File: src/rtl/debounce_sync.sv
// Switch/button debouncer: two-flop synchronizer followed by a saturating
// stability counter. dout only changes after the synchronized input has
// disagreed with it for STABLE_CYCLES consecutive rising edges. rise/fall
// are registered single-cycle pulses aligned with the dout change.
module debounce_sync #(
    parameter int unsigned STABLE_CYCLES = 4,
    parameter int unsigned CNT_W         = 3
) (
    input  logic clk_i,
    input  logic rst_i,
    input  logic din_i,
    output logic dout_o,
    output logic rise_o,
    output logic fall_o,
    output logic busy_o
);

    // Terminal count: the edge that sees this value with a mismatch commits.
    localparam logic [CNT_W-1:0] CntLast = CNT_W'(STABLE_CYCLES - 1);

    logic             sync0_q;
    logic             sync1_q;
    logic [CNT_W-1:0] cnt_q;
    logic [CNT_W-1:0] cnt_d;
    logic             dout_q;
    logic             dout_d;
    logic             rise_q;
    logic             rise_d;
    logic             fall_q;
    logic             fall_d;
    logic             mismatch;

    // Two-flop synchronizer; only sync1_q is used past this point.
    always_ff @(posedge clk_i) begin
        if (rst_i) begin
            sync0_q <= 1'b0;
            sync1_q <= 1'b0;
        end else begin
            sync0_q <= din_i;
            sync1_q <= sync0_q;
        end
    end

    assign mismatch = (sync1_q != dout_q);

    // Next-state: count consecutive mismatches, commit on the terminal count.
    always_comb begin
        cnt_d  = '0;
        dout_d = dout_q;
        rise_d = 1'b0;
        fall_d = 1'b0;
        if (mismatch) begin
            // >= keeps the counter from ever running past the terminal count.
            if (cnt_q >= CntLast) begin
                dout_d = sync1_q;
                rise_d = sync1_q;
                fall_d = ~sync1_q;
            end else begin
                cnt_d = cnt_q + CNT_W'(1);
            end
        end
    end

    // Debounce state and edge-pulse registers; reset suppresses any pulse.
    always_ff @(posedge clk_i) begin
        if (rst_i) begin
            cnt_q  <= '0;
            dout_q <= 1'b0;
            rise_q <= 1'b0;
            fall_q <= 1'b0;
        end else begin
            cnt_q  <= cnt_d;
            dout_q <= dout_d;
            rise_q <= rise_d;
            fall_q <= fall_d;
        end
    end

    // Outputs: registered level and pulses, combinational busy.
    always_comb begin
        dout_o = dout_q;
        rise_o = rise_q;
        fall_o = fall_q;
        busy_o = (cnt_q != '0);
    end

endmodule

File: config.mk
export PLATFORM = sky130hd
export DESIGN_NAME = debounce_sync
export DESIGN_NICKNAME = d
export VERILOG_FILES = /design/src/rtl/debounce_sync.sv
export SDC_FILE = /design/constraint.sdc
export NUM_CORES = 1
export LEC_CHECK = 0
export ABC_AREA = 1
export CORE_AREA = 2 2 39 41
export DETAILED_ROUTE_END_ITERATION = 12
export DIE_AREA = 0 0 41 43
export PLACE_DENSITY = 0.55
export SYNTH_ARGS = -nofsm -noshare
export SYNTH_HDL_FRONTEND = slang
export SYNTH_SLANG_ARGS = --single-unit
export TNS_END_PERCENT = 5
File: constraint.sdc
create_clock -name clk_i -period 1.4 [get_ports clk_i]
set_input_delay 0.14 -clock clk_i [delete_from_list [all_inputs] [get_ports clk_i]]
set_output_delay 0.14 -clock clk_i [all_outputs]
set_load 0.02 [all_outputs]
Run 1, metal layers overlaid:
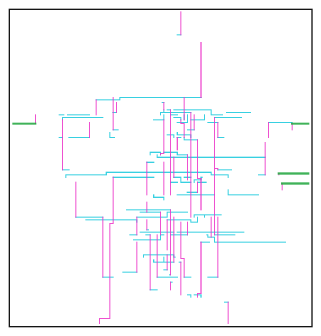
layer	color	wire length
M3	green	12.8 um
M2	magenta	242 um
M1	cyan	245 um
final routed wirelength across all metal layers: 499 um
post-DR wirelength/cell: 7.13 um
overall via count from detail_route: 267
overall routing resource usage: 0.0824

Run 1, placement view:
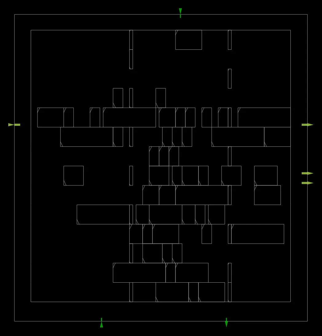
final standard cell utilization of the core: 0.327
Finished Layout Cells: 70
sequential fraction of total cell area: 0.354

Run 1, cell sizes after repair:
Bar = 10 um.
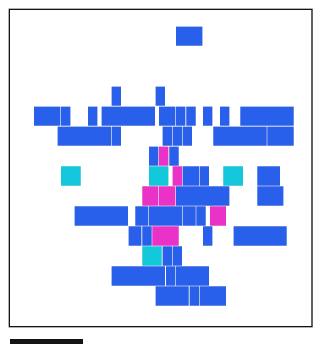
size	color	cells	share
x1 and smaller	blue	44	81%
x2	magenta	6	11%
x3 and x4	cyan	4	7.4%
cell area after layout: 453 sq um
final setup margin: 0.106 ns
number of buffers other than clock buffers in the final layout: 7
area delta synth->final: 34.6%

Run 1, placed cells, one color a class:
Fill, decap, tap and diode cells in gray.
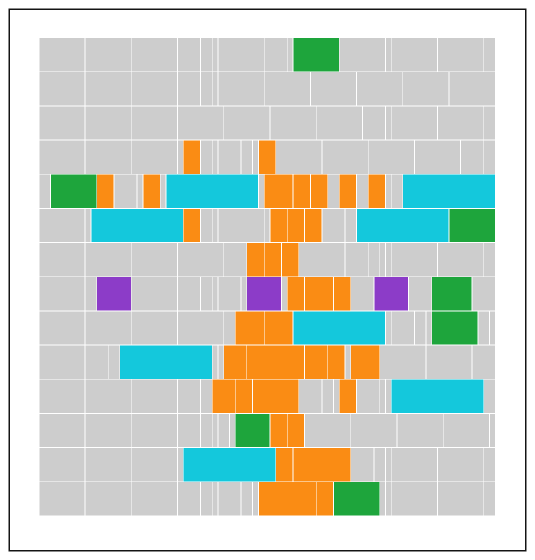
class	color	cells	share of their area
remaining buffers and delay cells	green	7	15%
clock-net drivers	purple	3	5.2%
registers	cyan	8	37%
remaining logic cells	orange	36	42%
Core Footprint: 1380 sq um
Row Count: 14

==> CHANGELOG.md, run 1 <==
### Implementation results

- Run status: completed
- Clock root buffer master: clkbuf_4
- Startpoint kind of the worst setup timing path: register
- Number of antenna repair diodes: 0
- Final Max-Slew Violation Tally: 0
- Post-DP HPWL: 402 um
- Fin. Hold Viols: 0
- Synthesis warning total: 0
- Total power per unit cell area: between 900 and 1000 nW/um^2
- Cells in synth_stat.txt: around 44
- Main area contributors: dfxtp_1, ha_1, nand2_1, inv_1, nor3_1
- Post-layout power: 424 uW
- Kind of critical path: reg -> out
- Number of detailed-route iterations in the first pass: 1
- Final period demand of the worst path: between 1 and 1.5 ns
- Hold/Removal Path Class: reg -> reg
- Endpoint type of the worst setup path: output pin
- Area share of the largest cell type after synthesis: 0.476
- Top logic cells by instance count in the layout: nand2_1, inv_1, dfxtp_1, clkdlybuf4s50_1
- Clock tree from TritonCTS: built
- Quantity of I/O buffers inserted on ports: 6
- Count of final setup violators: 0
- Synthesis-stage register bit count: 8
- Static power due to leakage: 0.228 nW
- Number of hold-repair buffers added at the cts stage: 0
- Cell type contributing the most total cell area after synthesis: dfxtp_1
- Placer Congestion: 0.685
- Number of CTS-inserted buffers: 3
- Reported max-cap violation count: 0
- Detailed-route vias per instance: 3.81
- RSZ-0062 raised after global routing: yes
- Wire length of the first global-routing pass: 931 um
- I/O pin total: 7
- Measured slew at the worst slew-check pin: approximately 0.21 ns
- Init Core Util: 0.243
- Peak supply drop: 0.000453 V
- Post-layout period usage of the worst path: 0.925
- Register clock-pin slew on the reported worst setup and hold paths: 0.05 ns
- DRC viols: 0
- Fraction of final layout cells with drive strength greater than 1: 0.185
- Htree depth: 1
- Clk buf depth: 2
- Area post-placement: 424 sq um
- Worst hold slack across all endpoints: 0.403 ns
- OpenROAD warning count: 28
- Combined area of all synthesized cells: between 300 and 400 sq um
- Register area share after synthesis: 0.476
- Clk_skew: 0.000543 ns
- Initial detailed-routing violation count: 0
- Clk sink count: 8
- Arrival time worst endpoint: 1.15 ns
- Number of gates resized after CTS: 2
- Endpoint required time on the critical path: 1.26 ns
- Most common cell after layout, fill and taps aside: nand2_1
- Via count of the first global-routing pass: 259
- XOR/XNOR share of the synthesized area: 0
- Chip area in the Yosys report: 337 sq um
- Pin count of the biggest net entering global routing: 6
- Combinational family with the most area after synthesis: simple AND/OR/NAND/NOR gates
- Post-Synth AOI/OAI Area: 0
- Die Y: 43 um
- Syn nets: 50
- Initial antenna violation count: 0
- Critical-path maximum fanout: 3
- Die width: around 41 um
- Simple Share, Synth: 0.290
- Global route total overflow: 0
- Arithmetic-cell share of the synthesized area counting full adders, half adders and majority gates: 0.112
- Post-Synthesis Cells: approximately 44
- Distinct cells, synth: 10
- Die Outline Area: 1760 sq um
- Setup WS pre-CTS: 0.0665 ns
- Average instance area after synthesis: 7.65 sq um
- Final antenna-violating net count: 0
- Dpl cells: 67
- Share of cell area taken by muxes after synthesis: 0
- Total negative setup slack: 0 ns
- Slew headroom: 0.861
- FMAX: 773 MHz
- Post-CTS repair timing setup buffer count: 0
- Final net count: 62
- Late-Pin Clk Latency: 0.24 ns
-- run 1: sequential cells by signal, summed over array words and instances, names as in the netlist --
register / cells
cnt_q: 3
dout_o: 1
fall_o: 1
rise_o: 1
sync0_q: 1
sync1_q: 1
-- run 1: worst max-delay path, cell delays in order (launching register included) --
cell             delay [ns]
dfxtp_1                0.35
inv_1                  0.05
ha_1                   0.16
nand2_1                0.06
clkdlybuf4s15_1        0.29
-- run 1: layout make-up --
class | count | area [sq um]
fillers | 148 | 931
clock buffers | 3 | 22.5
repair buffers | 7 | 66.3
multi-input cells | 25 | 143
inverters | 11 | 41.3
flip-flops and latches | 8 | 160
well taps | 16 | 20.0
-- run 1: cell families after synthesis --
group	count (synthesis)
simple gates	22
buf+inv	11
fa+ha+maj	3
flops	8
-- run 1: worst paths after layout --
path,depth (start not counted),start,end,slack [ns]
min,2,sync0_q,sync1_q,0.40
max,4,cnt_q[1],busy_o,0.11
min reg2reg,2,sync0_q,sync1_q,0.40
max reg2reg,6,cnt_q[0],cnt_q[1],0.14
-- run 1: cells in the mapped netlist --
master and count:
dfxtp_1 8, ha_1 3, inv_1 9, inv_2 2
nand2_1 10, nand2_2 2, nand3_1 1, nand4_1 2
nor2_1 4, nor3_1 3
-- run 1: power by group --
part	total, mW	internal (mW)	switching [mW]
clock	0.168	0.0976	0.0708
combinational	0.0227	0.0111	0.0115
sequential	0.233	0.232	0.00187
total	0.424	0.340	0.0842
-- run 1: metal layers --
metal / share of wire / routed length, um / GRT usage
met5: 0 / 0 / 0
met3: 0.024 / 12 / 0.0628
met2: 0.48 / 241 / 0.119
met4: 0 / 0 / 0.0400
met1: 0.49 / 244 / 0.0839
==> run 2, diff against run 1 <==
- CTS_CLUSTER_DIAMETER: default -> 150
Run 2, placement view:
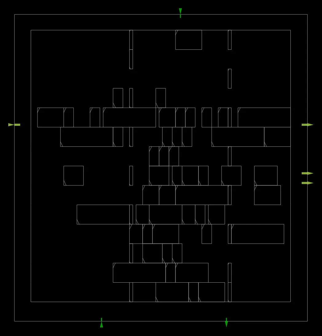
filler cell count: 148
number of tap cells inserted: 16
sequential cells: 8

Run 2, clock wires, drivers and flops:
Bar = 10 um.
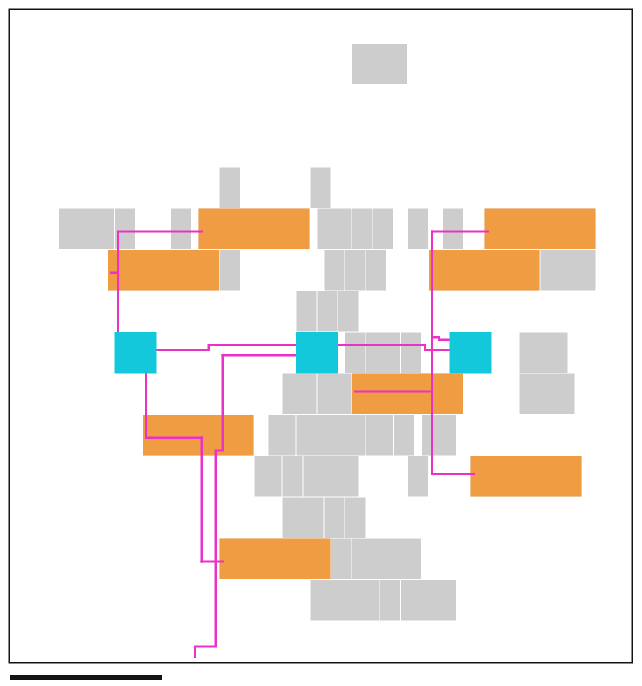
[clock wires] magenta | length: 113 um
[flip-flops] orange | count: 8
[clock-net drivers] cyan | count: 3
routed clock nets	4
Late-Pin Clk Latency: 0.24 ns
clk_skew: 0.000543 ns
fraction of power consumed by the clock network: 0.397

Run 2, placed cells, one color a class:
Fill, decap, tap and diode cells in gray.
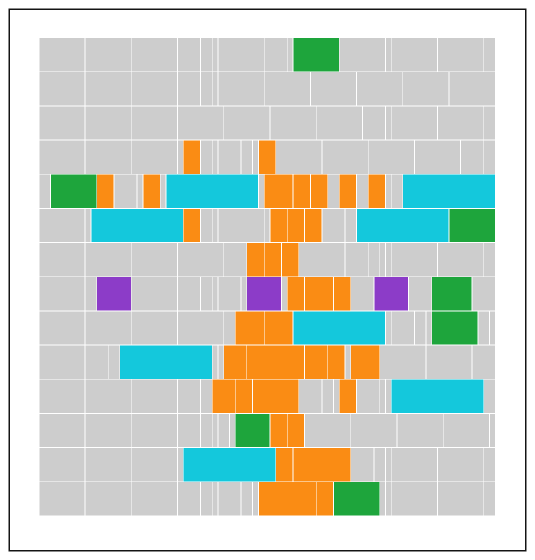
class	color	cells	share of their area
clock-net drivers	purple	3	5.2%
remaining buffers and delay cells	green	7	15%
registers	cyan	8	37%
remaining logic cells	orange	36	42%

==> run 2 against run 1 <==
Against the previous run: routed wire length is the same; clock-buffer cell count did not move; sequential share of layout area stayed put; final area did not move; critical path depth stayed put; synthesized area unchanged; flip-flop count unchanged; clock power hardly changed; critical path type unchanged; highest routed layer unchanged.
==> CHANGELOG.md, run 2 <==
### Implementation results

- Beginning of the worst register-to-register path: cnt_q[0] (unchanged)
- Row Count: 14 (unchanged)
- Top cells by instance count after synthesis: nand2_1, inv_1, dfxtp_1 (unchanged)
- Family with the most delay on the worst path: flip-flops (unchanged)
- Final net count: 62 (unchanged)
- Post-layout period usage of the worst path: 0.925 (unchanged)
- Die Y: 43 um (unchanged)
- Top logic cells by instance count in the layout: nand2_1, inv_1, dfxtp_1, clkdlybuf4s50_1 (unchanged)
- Worst path depth: 4 (unchanged)
- Wire length of the first global-routing pass: 931 um (unchanged)
- Peak supply drop: 0.000453 V (unchanged)
- Global route total overflow: 0 (unchanged)
- Quantity of I/O buffers inserted on ports: 6 (unchanged)
- Endpoint with the worst hold slack: sync1_q (unchanged)
- Post-synth EDFFs: 0 (unchanged)
- Main area contributors: dfxtp_1, ha_1, nand2_1, inv_1, nor3_1 (unchanged)
- Comb. cell area: 143 sq um (unchanged)
- Cell type contributing the most total cell area after synthesis: dfxtp_1 (unchanged)
- Largest register FFs: 3 (unchanged)
- DRC viols: 0 (unchanged)
- Hold/Removal Path Class: reg -> reg (unchanged)
- Post-Synthesis Cells: 44 (unchanged)
- Arrival time worst endpoint: 1.15 ns (about the same)
- Die width: 41 um (unchanged)
- Register clock-pin slew on the reported worst setup and hold paths: 0.05 ns (about the same)
- Sw Ratio: 0.198 (unchanged)
- Static power due to leakage: 0.228 nW (unchanged)
- Initial antenna violation count: 0 (unchanged)
- Placer Congestion: 0.685 (unchanged)
- Init Core Util: 0.243 (unchanged)
- Cell depth of the worst hold path: 2 (unchanged)
- Fraction of final layout cells with drive strength greater than 1: 0.185 (unchanged)
- Post-DR wirelength/cell: 7.13 um (unchanged)
- Synthesis warning total: 0 (unchanged)
- CP max-delay cell: dfxtp_1 (unchanged)
- Endpoint of the worst register-to-register path: cnt_q[1] (unchanged)
- Dominant flop cell: dfxtp_1 (unchanged)
- Critical-path maximum fanout: 3 (unchanged)
- Startpoint kind of the worst setup timing path: register (unchanged)
- Reported max-cap violation count: 0 (unchanged)
- Slew headroom: 0.861 (unchanged)
- Chip area in the Yosys report: 337 sq um (unchanged)
- Finished Layout Cells: 70 (unchanged)
- Final standard cell utilization of the core: 0.327 (unchanged)
- Pin count of the biggest net entering global routing: 6 (unchanged)
- Initial detailed-routing violation count: 0 (unchanged)
- R2R cell count: 6 (unchanged)
- Measured slew at the worst slew-check pin: 0.208 ns (unchanged)
- Clk sink count: 8 (unchanged)
- Synthesis-stage register bit count: 8 (unchanged)
- Async set-reset flop share out of synthesis: 0 (unchanged)
- Final antenna-violating net count: 0 (unchanged)
- Clock root buffer master: clkbuf_4 (unchanged)
- Post-CTS repair timing setup buffer count: 0 (unchanged)
- P_sw: 84.2 uW (unchanged)
- Clock tree from TritonCTS: built (unchanged)
- Setup WS pre-CTS: 0.0665 ns (unchanged)
- R2R setup slack: 0.14 ns (about the same)
- Fin. Hold Viols: 0 (unchanged)
- Distinct cells, synth: 10 (unchanged)
- Cells in synth_stat.txt: 44 (unchanged)
- RSZ-0062 raised after global routing: yes (unchanged)
- Combined area of all synthesized cells: 337 sq um (unchanged)
- Area delta synth->final: 34.6% (unchanged)
- Final setup margin: 0.106 ns (unchanged)
- WP buf/inv: 2 (unchanged)
- Die Outline Area: 1760 sq um (unchanged)
- Internal power: 340 uW (unchanged)
- Part of the power in combinational logic: 0.053 (about the same)
- Dpl cells: 67 (unchanged)
- Htree depth: 1 (unchanged)
- Area share of the largest cell type after synthesis: 0.476 (unchanged)
- Register cell area after layout: 160 sq um (unchanged)
- I/O pin total: 7 (unchanged)
- FMAX: 773 MHz (unchanged)
- Endpoint required time on the critical path: 1.26 ns (about the same)
- Most repeated cell in the gate-level netlist after synthesis: nand2_1 (unchanged)
- Flop pwr share: 0.550 (about the same)
- Kind of critical path: reg -> out (unchanged)
- Number of CTS-inserted buffers: 3 (unchanged)
- Endpoint type of the worst setup path: output pin (unchanged)
- Average instance area after synthesis: 7.65 sq um (unchanged)
- Most common cell after layout, fill and taps aside: nand2_1 (unchanged)
- Launch point of the worst path: cnt_q[1] (unchanged)
- Max incr delay on CP: 0.35 ns (about the same)
- Run status: completed (unchanged)
- Overall via count from detail_route: 267 (unchanged)
- Origin of the worst min-delay path: sync0_q (unchanged)
- List of cells traversed by the critical path: inv_1 > ha_1 > nand2_1 > clkdlybuf4s15_1 (unchanged)
- Post-DP HPWL: 402 um (unchanged)
- Core Footprint: 1380 sq um (unchanged)
- OpenROAD warning count: 28 (unchanged)
- Overall routing resource usage: 0.0824 (unchanged)
- Count of final setup violators: 0 (unchanged)
- Syn nets: 50 (unchanged)
- Via count of the first global-routing pass: 259 (unchanged)
- Register area share after synthesis: 0.476 (unchanged)
- Number of hold-repair buffers added at the cts stage: 0 (unchanged)
- Number of antenna repair diodes: 0 (unchanged)
- Final Max-Slew Violation Tally: 0 (unchanged)
==> run 2: cell counts in the layout (fill, tap and decap cells not counted) <==
No cell type changed its count.
==> run 2: power by group through the flow <==
stage | clock [mW] | sequential [mW] | combinational (mW)
after CTS | 0.179 | 0.233 | 0.0225
after detailed placement | 0 | 0.238 | 0.0231
final | 0.168 | 0.233 | 0.0227
after global routing | 0.200 | 0.234 | 0.0259
after global placement | 0 | 0.238 | 0.0228
after floorplan | 0 | 0.238 | 0.0115
==> run 2: logic make-up after synthesis <==
family | synth area share
simple gates | 0.290
fa+ha+maj | 0.112
buf+inv | 0.123
flops | 0.476
==> run 2: through the flow <==
step | setup TNS [ns] | power (mW) | hold WS [ns] | cell area, sq um
floorplan | 0 | 0.250 | 0.211 | 337
global route | -0.0666 | 0.460 | 0.427 | 453
detailed placement | 0 | 0.261 | 0.400 | 424
finish | 0 | 0.424 | 0.403 | 453
global placement | 0 | 0.261 | 0.392 | 424
CTS | 0 | 0.435 | 0.401 | 444
==> run 2: per-layer routing <==
layer	global-route usage	up-vias	part of all wire
met2	0.119	4	0.48
li1	-	154	-
met1	0.0839	109	0.49
met4	0.0400	0	0
met3	0.0628	0	0.024
met5	0	-	0
==> run 2: layout make-up <==
cell class	instances	area share
multi-input combinational	25	0.315
sequential	8	0.354
timing repair buffer	7	0.146
clock buffer	3	0.0497
inverter	11	0.0912
tap	16	0.0442
==> run 2: repair_timing <==
action,CTS,global route
resized,2,3
gates cloned,0,0
endpoints found under the setup margin,2,5
pin swaps,0,0
==> run 2: how the worst max path moves through the flow <==
stage,end,slack (ns)
floorplan,dout_o,0.30
global placement,busy_o,0.07
detailed placement,busy_o,0.07
CTS,busy_o,0.06
global route,dout_o,-0.04
finish,busy_o,0.11
Power figures rest on the tool's default switching activity, not on a simulated workload.
